$ cat config.mk
export PLATFORM = sky130hd
export DESIGN_NAME = deb_filter
export DESIGN_NICKNAME = d
export VERILOG_FILES = /design/src/rtl/deb_filter.sv
export SDC_FILE = /design/constraint.sdc
export NUM_CORES = 1
export LEC_CHECK = 0
export CORE_MARGIN = 5
export CORE_UTILIZATION = 25
export DETAILED_ROUTE_END_ITERATION = 6
export PLACE_DENSITY = 0.42
export REMOVE_ABC_BUFFERS = 1
export SETUP_SLACK_MARGIN = 0.2
export SLEW_MARGIN = 20
export SYNTH_ARGS = -nofsm -noshare
export SYNTH_HDL_FRONTEND = slang
export SYNTH_SLANG_ARGS = --single-unit
$ cat constraint.sdc
create_clock -name clock -period 4.24 [get_ports clock]
set_clock_uncertainty 0.15 [all_clocks]
set_input_delay 0.636 -clock clock [delete_from_list [all_inputs] [get_ports clock]]
set_output_delay 0.636 -clock clock [all_outputs]
set_load 0.005 [all_outputs]
$ cat src/rtl/deb_filter.sv
// Debouncer: synchronizes a bouncing level input and only accepts a new level
// after STABLE_CYCLES consecutive matching samples. Ports: clock, reset (async, active-low), in (raw), out (registered).
module deb_filter #(
  parameter int SYNC_STAGES   = 2,
  parameter int STABLE_CYCLES = 16,
  parameter int CNT_WIDTH     = $clog2(STABLE_CYCLES) + 1
) (
  input  logic clock,
  input  logic reset,
  input  logic in,
  output logic out
);

  typedef enum logic [1:0] {
    STABLE_LOW  = 2'd0,
    PEND_HIGH   = 2'd1,
    STABLE_HIGH = 2'd2,
    PEND_LOW    = 2'd3
  } state_e;

  localparam logic [CNT_WIDTH-1:0] CNT_ONE  = CNT_WIDTH'(1);
  localparam logic [CNT_WIDTH-1:0] CNT_LAST = CNT_WIDTH'(STABLE_CYCLES - 1);

  logic [SYNC_STAGES-1:0] sync_q, sync_d;
  logic [CNT_WIDTH-1:0]   cnt_q, cnt_d;
  state_e                 state_q, state_d;
  logic                   out_q, out_d;
  logic                   s;

  assign sync_d = {sync_q[SYNC_STAGES-2:0], in};
  assign s      = sync_q[SYNC_STAGES-1];
  assign out    = out_q;

  always_comb begin
    state_d = state_q;
    cnt_d   = '0;
    unique case (state_q)
      STABLE_LOW: begin
        if (s) begin
          state_d = PEND_HIGH;
          cnt_d   = CNT_ONE;
        end
      end
      PEND_HIGH: begin
        if (!s) begin
          state_d = STABLE_LOW;
        end else if (cnt_q >= CNT_LAST) begin
          state_d = STABLE_HIGH;
        end else begin
          cnt_d = cnt_q + CNT_ONE;
        end
      end
      STABLE_HIGH: begin
        if (!s) begin
          state_d = PEND_LOW;
          cnt_d   = CNT_ONE;
        end
      end
      PEND_LOW: begin
        if (s) begin
          state_d = STABLE_HIGH;
        end else if (cnt_q >= CNT_LAST) begin
          state_d = STABLE_LOW;
        end else begin
          cnt_d = cnt_q + CNT_ONE;
        end
      end
      default: begin
        state_d = STABLE_LOW;
        cnt_d   = '0;
      end
    endcase
  end

  // out follows the next state so it toggles on the qualifying edge itself
  always_comb begin
    out_d = 1'b0;
    unique case (1'b1)
      (state_d == STABLE_HIGH): out_d = 1'b1;
      (state_d == PEND_LOW):    out_d = 1'b1;
      default:                  out_d = 1'b0;
    endcase
  end

  always_ff @(posedge clock or negedge reset) begin
    if (!reset) begin
      sync_q  <= '0;
      state_q <= STABLE_LOW;
      cnt_q   <= '0;
      out_q   <= 1'b0;
    end else begin
      sync_q  <= sync_d;
      state_q <= state_d;
      cnt_q   <= cnt_d;
      out_q   <= out_d;
    end
  end

endmodule

Figure 1. Cell density map.
Bar = 20 µm. 10 x 10 tiles, from black (low) to pale yellow (high), 0 to 100% covered.
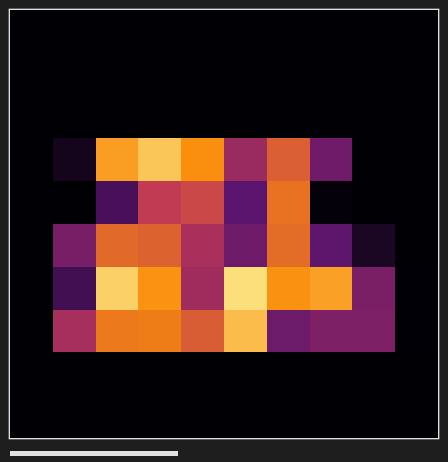
emptiest ninth of the die: upper right
densest ninth of the die: centre
nearly empty tiles: 64%
tiles over 75% full: 9.0%
fullest tile: 93%
area inside the core boundary: 1560 µm²
core utilization at floorplan: 27.0%
share of the core filled with cells in the final layout: 32.6%

Figure 2. Signal metal coverage by tile.
Bar = 20 µm. 10 x 10 tiles, from black (low) to pale yellow (high), scaled to the fullest tile. Values are wire area over tile area, all layers added.
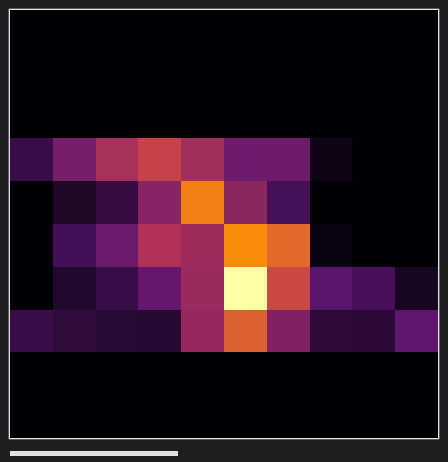
fullest tile: 0.34
mean over tiles: 0.043
nearly empty tiles: 60%
densest ninth of the die: centre
emptiest ninth of the die: upper right

==> git commit body <==
Record implementation results from latest flow run

* Area reported by Yosys stat: 422 µm²
- Floorplan die height: 51.1 µm
- Power consumed by sequential cells: 0.000101 W
- Number of sequential storage elements: 10
* Tightest hold margin: 0.203 ns
- The flow ran to the end, and the final reports show no timing, DRC or antenna violations.
* Largest stage delay on the critical path: 0.49 ns
- Dpl cell area: 472 µm²
- Critical path arrival: 1.07 ns
- According to the timing report, the data required time at the worst endpoint equals 3.45 ns.
* Tally of nets with antenna violations remaining after routing: 0
- Total count of hold-check failures in the final report: 0
- Die Footprint: 2610 µm²
- The power report puts the net switching power at 0.0000374 W.
- Together, buffers and inverters on the worst path number 1.
- Combinational share of cell area: 31.5%
- Hold bufs inserted after CTS: 0
* Standby leakage power: 0.233 nW
- Combinational group power: 0.00000874 W
- Number of standard cells reported by yosys: 37
* Final GP Congestion: 0.674
- Summing over every cut layer, the via total after detailed routing is 288.
- Insertion delay to the later sink of the worst-skew pair: 0.26 ns
- Area fraction in mux cells: 0%
- Per the post-synthesis report, the number of cells in the design is 37.
- Layout Cell Area excl Fill: 508 µm²
* Clock buffer depth: 2
* Filler cell count: 147
- Crit end category: output port
- Once placement completed, the tool counted placed cells totaling 56.
* Normalized max-slew margin: 69.5%
- Multi-input combinational cell area: 160 µm²
- Clock Tree Root: sky130_fd_sc_hd__clkbuf_4
* Wire length of the first global-routing pass: 1080 µm
- In this run the biggest area consumer among cell types represents 59.3% of the synthesized area.
- Cell at the slowest stage of the critical path: sky130_fd_sc_hd__clkdlybuf4s50_1
* Share of final layout cell area taken by non-clock buffers: 5.91%
* Number of failing setup endpoints in the final timing report: 0
- Critical-path maximum fanout: 1
- Power attributed to the clock group is 0.0000822 W.
* Category of cells accounting for the largest share of critical-path delay: buffers and inverters
* Layout overhead on the synthesized area: 20.5%
* Number of DRC violations after detailed-routing iteration 0: 11
-- kinds of logic after synthesis --
logic type                 after synthesis
and+or+nand+nor                         13
buffers and inverters                    3
AOI/OAI and AO/OA                        5
xor gates and xnor gates                 4
DFF                                     10
adders and majority gates                2
-- registers in the layout, indices dropped and copies added (netlist names) --
register  count
cnt_q         5
out           1
state_q       2
sync_q        2
-- synthesized netlist by cell type (all sizes together) --
cell / n
nor2: 7
inv: 3
o2bb2ai: 2
ha: 2
xor2: 2
nand4: 2
or3: 1
a21oi: 2
nand3: 2
o21ai: 1
and3: 1
dfrtp: 10
xnor2: 2
-- cells in the final DEF (no fill, tap or decap), types with 2 or more instances in the layout --
cell type,instances
sky130_fd_sc_hd__xnor2_1,2
sky130_fd_sc_hd__clkbuf_4,3
sky130_fd_sc_hd__clkdlybuf4s50_1,3
sky130_fd_sc_hd__inv_1,3
sky130_fd_sc_hd__ha_1,2
sky130_fd_sc_hd__dfrtp_1,10
sky130_fd_sc_hd__nand4_1,2
sky130_fd_sc_hd__nor2_1,6
sky130_fd_sc_hd__xor2_1,2
sky130_fd_sc_hd__o2bb2ai_1,2
sky130_fd_sc_hd__nand3_1,2
-- routing by layer --
metal / track usage (%) / vias to the layer above / part of all wire, %
li1: - / 139 / -
met1: 7.21 / 135 / 44
met2: 7.51 / 14 / 43
met3: 5.52 / 0 / 14
met4: 2.69 / 0 / 0
met5: 0 / - / 0
-- final timing paths --
| kind | from | endpoint | cells past startpoint |
|---|---|---|---|
| worst max-delay path | out | out | 1 |
| worst min-delay path | sync_q[0] | sync_q[1] | 0 |
| worst max register to register | cnt_q[0] | cnt_q[2] | 6 |
| worst min register to register | sync_q[0] | sync_q[1] | 0 |
| max in group asynchronous | reset | cnt_q[4] | 1 |
| min in group asynchronous | reset | state_q[1] | 1 |
Power figures rest on the tool's default switching activity, not on a simulated workload.
